--- src/rtl/mem_arbiter.sv ---
// rtl/mem_arbiter.sv - single-port memory arbiter between fetch (I) and load/store (D)
module mem_arbiter #(
    parameter int ADDR_W       = 16,
    parameter int LAT          = 1,
    parameter int MAX_D_STREAK = 4
) (
    input  logic              clk,
    input  logic              rst,
    input  logic              i_req,
    input  logic [31:0]       i_addr,
    output logic              i_gnt,
    output logic              i_rvalid,
    output logic [31:0]       i_rdata,
    input  logic              d_req,
    input  logic              d_we,
    input  logic [3:0]        d_wstrb,
    input  logic [31:0]       d_addr,
    input  logic [31:0]       d_wdata,
    output logic              d_gnt,
    output logic              d_rvalid,
    output logic [31:0]       d_rdata,
    output logic              m_en,
    output logic              m_we,
    output logic [3:0]        m_wstrb,
    output logic [ADDR_W-1:0] m_addr,
    output logic [31:0]       m_wdata,
    input  logic [31:0]       m_rdata
);

    localparam logic [1:0] S_IDLE  = 2'd0;
    localparam logic [1:0] S_ISSUE = 2'd1;
    localparam logic [1:0] S_WAIT  = 2'd2;
    localparam logic [1:0] S_RESP  = 2'd3;

    localparam logic OWN_I = 1'b0;
    localparam logic OWN_D = 1'b1;

    localparam logic [3:0] STREAK_MAX = 4'(MAX_D_STREAK);
    localparam logic [3:0] CNT_INIT   = 4'(LAT - 1);

    logic [1:0]        state;
    logic              owner;
    logic [3:0]        streak;
    logic [3:0]        cnt;
    logic              we_q;
    logic [3:0]        wstrb_q;
    logic [ADDR_W-1:0] addr_q;
    logic [31:0]       wdata_q;
    logic [31:0]       i_rdata_q;
    logic [31:0]       d_rdata_q;
    logic              d_wins;

    // Address bits outside the memory window and the byte offset are dropped.
    logic unused_addr_bits;
    assign unused_addr_bits = ^{i_addr, d_addr};

    // D wins unless it has starved a pending fetch for MAX_D_STREAK grants.
    always_comb begin
        d_wins = d_req && !(i_req && (streak == STREAK_MAX));
        d_gnt  = (state == S_IDLE) && d_wins;
        i_gnt  = (state == S_IDLE) && !d_wins && i_req;
    end

    assign m_en     = (state == S_ISSUE);
    assign m_we     = m_en && we_q;
    assign m_wstrb  = m_en ? wstrb_q : 4'b0000;
    assign m_addr   = addr_q;
    assign m_wdata  = wdata_q;
    assign i_rvalid = (state == S_RESP) && (owner == OWN_I);
    assign d_rvalid = (state == S_RESP) && (owner == OWN_D);
    assign i_rdata  = i_rdata_q;
    assign d_rdata  = d_rdata_q;

    // Transaction sequencer: latch on grant, strobe once, count latency, respond.
    always_ff @(posedge clk) begin
        if (rst) begin
            state     <= S_IDLE;
            owner     <= OWN_D;
            cnt       <= 4'd0;
            we_q      <= 1'b0;
            wstrb_q   <= 4'b0000;
            addr_q    <= '0;
            wdata_q   <= 32'd0;
            i_rdata_q <= 32'd0;
            d_rdata_q <= 32'd0;
        end else begin
            case (state)
                S_IDLE: begin
                    if (d_gnt) begin
                        owner   <= OWN_D;
                        addr_q  <= {d_addr[ADDR_W-1:2], 2'b00};
                        we_q    <= d_we;
                        wstrb_q <= d_wstrb;
                        wdata_q <= d_wdata;
                        state   <= S_ISSUE;
                    end else if (i_gnt) begin
                        owner   <= OWN_I;
                        addr_q  <= {i_addr[ADDR_W-1:2], 2'b00};
                        we_q    <= 1'b0;
                        wstrb_q <= 4'b0000;
                        state   <= S_ISSUE;
                    end
                end
                S_ISSUE: begin
                    cnt   <= CNT_INIT;
                    state <= S_WAIT;
                end
                S_WAIT: begin
                    if (cnt == 4'd0) begin
                        if (owner == OWN_I) begin
                            i_rdata_q <= m_rdata;
                        end else begin
                            d_rdata_q <= we_q ? 32'd0 : m_rdata;
                        end
                        state <= S_RESP;
                    end else begin
                        cnt <= cnt - 4'd1;
                    end
                end
                S_RESP: begin
                    state <= S_IDLE;
                end
                default: begin
                    state <= S_IDLE;
                end
            endcase
        end
    end

    // Consecutive-D counter, only moved on grant cycles.
    always_ff @(posedge clk) begin
        if (rst) begin
            streak <= 4'd0;
        end else if (d_gnt) begin
            if (!i_req) begin
                streak <= 4'd0;
            end else if (streak != STREAK_MAX) begin
                streak <= streak + 4'd1;
            end
        end else if (i_gnt) begin
            streak <= 4'd0;
        end
    end

endmodule

--- config.mk ---
export PLATFORM = sky130hd
export DESIGN_NAME = mem_arbiter
export DESIGN_NICKNAME = d
export VERILOG_FILES = /design/src/rtl/mem_arbiter.sv
export SDC_FILE = /design/constraint.sdc
export NUM_CORES = 1
export LEC_CHECK = 0
export CORE_MARGIN = 1.5
export CORE_UTILIZATION = 25
export DETAILED_ROUTE_END_ITERATION = 12
export PLACE_DENSITY_LB_ADDON = 0.08
export SYNTH_ARGS = -nofsm -noshare
export SYNTH_HDL_FRONTEND = slang
export SYNTH_SLANG_ARGS = --single-unit
--- constraint.sdc ---
create_clock -name clk -period 4.3 [get_ports clk]
set_input_delay 0.86 -clock clk [delete_from_list [all_inputs] [get_ports clk]]
set_output_delay 0.86 -clock clk [all_outputs]
set_load 0.1 [all_outputs]
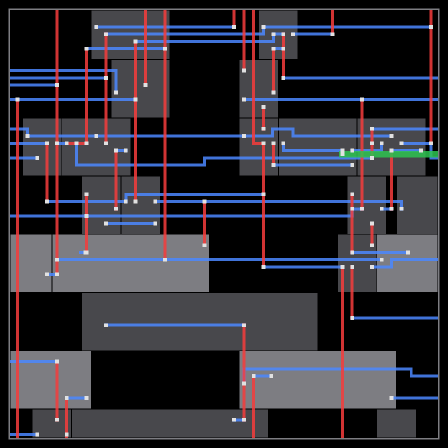
(run_1/closeup.png)
Window x 102 to 122, y 102 to 122 um. Cells in gray, sequential cells in the stronger gray; small squares are vias.
color	layer
blue	M1
green	M3
red	M2
sequential cells in the window	3
netlist names of flops here include	d_rdata (2), i_rdata (1)
cells with their middle in the window	21
most frequent	o21ai_0 (4)

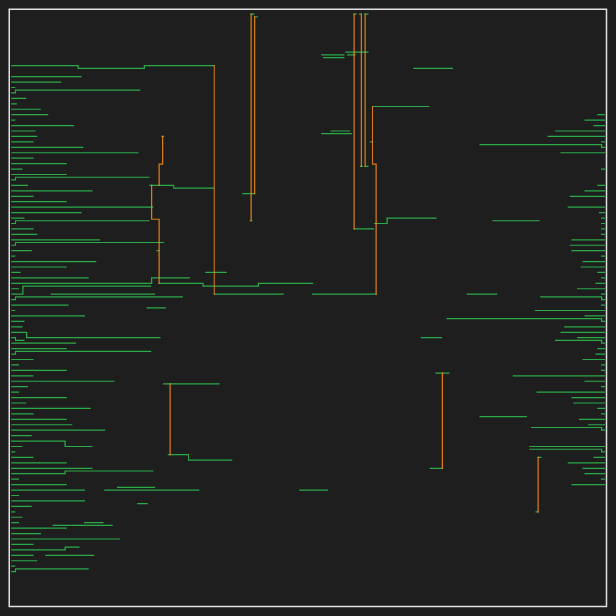
(run_1/layers.png)
Drawn at 4 px/um. Two of the layers only.
color	layer	wire length
orange	M4	425 um
green	M3	2050 um
vias: 5561
Tot GR Track Use: 16.8%
final WL: 19100 um

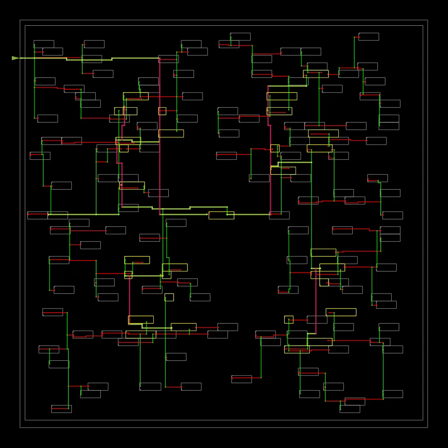
(run_1/clock_nets.png)
Clk. pwr: 0.00158 W
Clock Sinks: 126
clock buffer count from CTS: 17

==> changes_impl.md, run 1 <==
### Physical design

- Setup violators final: 0
- I/O Pins: 259
- Most frequent cells after synthesis: dfxtp_1, a21oi_1, o21ai_0, nand3_1, clkbuf_1
- P_comb: 0.00230 W
- VDD IR max: 280 uV
- Logic area: 0.00245 mm^2
- Die area: 0.0222 mm^2
- Cell area after synthesis: 0.00532 mm^2
- Logic pwr share: 43.5%
- CP Launch Type: flip-flop
- Synth warn: 0
- R2R depth: 6
- # fillers: 2156
- Power Sequential: 0.00140 W
- MaxCap Viol Count: 0
- Hold Slack: 0.471 ns
- Crit. End Element: output pin
- Seq pwr share: 26.6%
- R2R setup slack: 1.85 ns
- Pwr Density: 634 mW/mm^2
- Total power: 0.00528 W
- Clk latency late pin: 0.42 ns
- Clock tree root buffer cell: clkbuf_16
- Setup TNS: 0 ns
- Asr flop ratio synth: 0%
- Met3 usage: 7.58%
- Run status: completed
- Floorplan utilization: 25.4%
- Synth area leader: dfxtp_1
- Vias/cell: 5.03
- Pint: 0.00288 W
- RSZ-0062 raised after global routing: false
- Post-synth EDFFs: 0
- Post-route design area: 0.00832 mm^2
- Pre-CTS setup slack: 1.18 ns
- Placed Cells: 1073
- Fmax: 0.304 GHz
- Detail Route Antenna Nets: 0
- Commonest register cell after synthesis: dfxtp_1
- Synth Area in XOR/XNOR: 0%
- TritonRoute pass-1 iters: 4
- Critical-path cell list: inv_1, ha_1, clkdlybuf4s50_1
- Minimum clock period: 3.29 ns
- TritonCTS clock tree: built
- Met1 Usage GRT: 20.5%
- Die Width: 149 um
- Post-route setup slack: 1.01 ns
- Clk network pwr share: 30.0%
- HPWL after DPL: 12100 um
- NumNets Final: 962
- Setup Skew: 0.00941 ns
- Residual DRC count: 0
- IO Port Bufs: 220
- Top Layout Cells: clkdlybuf4s50_1, dfxtp_1, a21oi_1
- Worst rel slew slack: 26.3%
- CTS clk-pin slew, worst paths: 0.06 ns
- Number of global-route vias before repair: 5577
- Biggest consumer: combinational logic
- Most numerous logic cell after layout: clkdlybuf4s50_1
- Num rows: 53
- CTS resizes: 0
- Hold_buf cts: 0
- Delay-heaviest family, CP: buffers and inverters
- Slew @ Worst Pin: 1.10 ns
- Worst r2r src: state[0]
- CP Class: flip-flop to output pin
- Area grow syn2layout: 56.4%
- M2 GR Usage: 25.7%
- Crit path DAT: 2.43 ns
- CP bufs+invs: 2
- Worst Min Path Start: d_rdata[17]
- Final Wtd Congestion: 0.773
- Path category of the worst min-delay check: flip-flop to flip-flop
- Synthesized registers: 126
[run 1: routing by layer]
metal,vias up,wire length (um)
li1,2681,-
met1,2620,8240
met2,233,8370
met3,27,2050
met4,0,425
met5,-,0
[run 1: final cells by class]
cell class | instances | share of cell area, %
Sequential cell | 126 | 30.3
Inverter | 10 | 0.451
Tap cell | 275 | 4.13
Clock inverter | 14 | 2.47
Clock buffer | 18 | 5.28
Multi-Input combinational cell | 427 | 29.5
Timing Repair Buffer | 235 | 27.9
[run 1: flip-flops by register name (all words and copies together) (netlist names)]
signal and cells:
owner 1, we_q 1, state 2, wstrb_q 4, m_addr 14, i_rdata 32, cnt 4, m_wdata 32
d_rdata 32, streak 4
==> run_1/m2.png <==
Drawn at 2 px/um. Cells faint in the background.
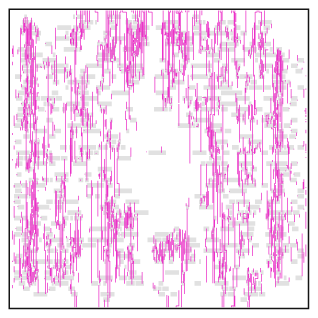

## Run 2: what changed since run 1
- clock period: 4.3 -> 3.1 ns (I/O delays scaled with it)
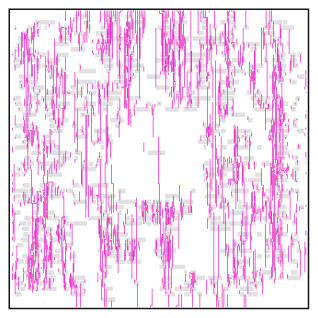
(run_2/m2.png)
Drawn at 2 px/um. Cells faint in the background.
nets with wire on the layer	774
longest straight run	51.3 um
share of all routed wire	44%
wire length on this layer	8120 um
main direction	vertical

==> run 2 against run 1 <==
Flip-flop count did not move. Count of clock-buffer cells in the layout rose by 2. Cell count rose by 0.18%. Combinational power rose by 37%. Die area did not move. First-iteration DRC count rose by 29%. Synthesized cell count did not move. Hold slack improved by 0.0012 ns. Register-to-register slack got worse by 0.88 ns.
==> changes_impl.md, run 2 <==
### Physical design

- Iter 0 DRT Violations: 309
- IO Port Bufs: 220 (unchanged)
- Clk. pwr: 0.00210 W (+33%)
- RSZ-0062 raised after global routing: false
- NumNets Final: 964 (+0.21%)
- Seq share, synth: 47.4%
- VDD IR max: 355 uV (+27%)
- R2R setup slack: 0.97 ns (-0.88 ns)
- HPWL after DPL: 11900 um (-1.8%)
- Syn Area/Cell: 8.37 um^2
- Chip area in the Yosys report: 0.00532 mm^2
- Die Width: 149 um (unchanged)
- Critical-path cell list: inv_1, ha_1, buf_4, nand2_1, a21oi_2, buf_12
- Vias/cell: 5.02 (-0.16%)
- Final WL: 18400 um (-3.6%)
- Setup Skew: 0.0103 ns (+0.000895 ns)
- Run status: completed
- Logic pwr share: 43.7% (+0.2 points)
- Pint: 0.00390 W (+36%)
- Clock tree root buffer cell: clkbuf_16
- I/O Pins: 259 (unchanged)
- Slowest CP cell: dfxtp_1
- Highest metal layer with signal wires: met4
- Area grow syn2layout: 51.8%
- Total power: 0.00720 W (+36%)
- Most numerous logic cell after layout: buf_4
- Log Warnings: 67
- Top cells by area: dfxtp_1, a21oi_1, o21ai_0
- Most common cell in the netlist: dfxtp_1
- DR WL/cell: 16.6 um
- CP Capture Point: i_gnt
- Area share, top type: 47.4%
- P_comb: 0.00315 W (+37%)
- TritonRoute pass-1 iters: 4 (unchanged)
- Setup Fix Bufs, Post-CTS: 0
- Residual DRC count: 0 (unchanged)
- Tot GR Track Use: 16.5% (-0.35 points)
- Sw frac: 45.8%
- Top Layout Cells: buf_4, dfxtp_1, a21oi_1
- H-tree levels: 4
- Minimum clock period: 2.50 ns
- Synth warn: 0 (unchanged)
- TritonCTS clock tree: built
- Distinct cells, synth: 39
- CTS clk-pin slew, worst paths: 0.06 ns (about the same)
- Clk network pwr share: 29.2% (-0.8 points)
- Routed met2 length: 8120 um (-3.0%)
- Period utilization: 80.7%
- AO/OA Area Share: 23.6%
- Crit path DAT: 1.88 ns (-0.55 ns)
- Setup TNS: 0 ns (unchanged)
- Final Wtd Congestion: 0.753 (-2.6%)
- Layout cell share with drive strength beyond 1: 21.2%
- Psw: 0.00330 W
- GRT Max-Usage Layer: met2
- Detail Route Antenna Nets: 0 (unchanged)
- Hold_buf cts: 0 (unchanged)
- Post-synth EDFFs: 0 (unchanged)
- Worst r2r src: state[0]
- Cell area after synthesis: 0.00532 mm^2 (unchanged)
- Worst rel slew slack: 56.4% (+30 points)
- Count of mapped cells out of synthesis: 636
- CP bufs+invs: 3 (+1)
- Synth Area in XOR/XNOR: 0% (unchanged)
- CP Max Fanout: 15
- Fmax: 0.400 GHz
- Yosys cell count: 636
- Clock buffer count from CTS: 17 (unchanged)
- Logic family by area: AND-OR/OR-AND gates
- Area fraction in mux cells: 0.188%
- Synthesized registers: 126 (unchanged)
- Die area: 0.0222 mm^2 (unchanged)
- Commonest register cell after synthesis: dfxtp_1
- Met1 Usage GRT: 20.6% (+0.17 points)
- Clk latency late pin: 0.41 ns (about the same)
- Num rows: 53 (unchanged)
- M2 GR Usage: 25.8% (+0.069 points)
- Die Y: 149 um
- M1 wire length: 8300 um (+0.64%)
- Crit Reg-Reg Endpoint: d_rdata[24]
- Hold path cells: 2
- MaxCap Viol Count: 0 (unchanged)
- Leak: 3.02 nW
- Adder share: 1.88%
- CP Depth: 6
- GRT overflow: 0
- Most frequent cells after synthesis: dfxtp_1, a21oi_1, o21ai_0, nand3_1, clkbuf_1
- CTS resizes: 0 (unchanged)
- Met3 usage: 6.85% (-0.73 points)
- Worst Min Path Start: d_rdata[8]
- Met3 WL: 1740 um (-15%)
- Crit. Startpoint: state[0]
- Pre-CTS setup slack: 0.759 ns (-0.426 ns)
- Core Footprint: 0.0210 mm^2
- Seq pwr share: 27.1% (+0.5 points)
- Synth area leader: dfxtp_1
- Largest net degree at the start of global routing: 65
- ANT cells: 0
- Power Sequential: 0.00195 W (+39%)
- Crit. End Element: output pin
- First-pass GRT wire length: 29200 um
- R2R depth: 6 (unchanged)
- Floorplan utilization: 25.4% (unchanged)
- Final hold viol count: 0
- Initial antenna violation count: 0
- Final slew viol count: 0
- Setup violators final: 0 (unchanged)
- Hold Path End: d_rdata[8]
- Vias: 5562 (+0.018%)
- Biggest consumer: combinational logic
- CP Launch Type: flip-flop
- Post-route setup slack: 0.599 ns (-0.413 ns)
- Slew @ Worst Pin: 0.654 ns (-0.450 ns)
- Clock Sinks: 126 (unchanged)
- Pwr Density: 891 mW/mm^2 (+41%)
- Worst path required time: 2.48 ns
- Crit-path max cell delay: 0.33 ns
- Path category of the worst min-delay check: flip-flop to flip-flop
- Asr flop ratio synth: 0% (unchanged)
- And+or+nand+nor area frac: 20.2%
- CTS Buffer Depth: 2
- Post-route design area: 0.00808 mm^2 (-2.9%)
- CP Class: flip-flop to output pin
- Delay-heaviest family, CP: buffers and inverters
- Number of global-route vias before repair: 5524 (-0.95%)
- Area post-placement: 0.00745 mm^2
run 2: area by class of cell:
type	count	area, um^2
Tap cell	275	344
Inverter	10	37.5
Clock inverter	12	159
Fill cell	2182	12900
Clock buffer	20	467
Sequential cell	126	2520
Multi-Input combinational cell	427	2460
Timing Repair Buffer	237	2090
run 2: stage by stage:
stage	util, %	hold slack, ns	instances
2_1_floorplan	-	0.462	637
3_3_place_gp	35.6	0.459	1075
3_5_place_dp	35.6	0.467	1075
4_1_cts	38.6	0.475	1107
5_1_grt	38.6	0.494	1107
6_report	38.6	0.472	1107
run 2: logic make-up (layout without fill, tap and decap cells):
family	Yosys count	count (layout)
buffers and inverters	84	279
AND-OR/OR-AND	233	233
adder cells (fa/ha/maj)	8	8
AND/OR/NAND/NOR	183	183
flip-flops	126	126
other	1	2
multiplexers	1	1
Power figures rest on the tool's default switching activity, not on a simulated workload.
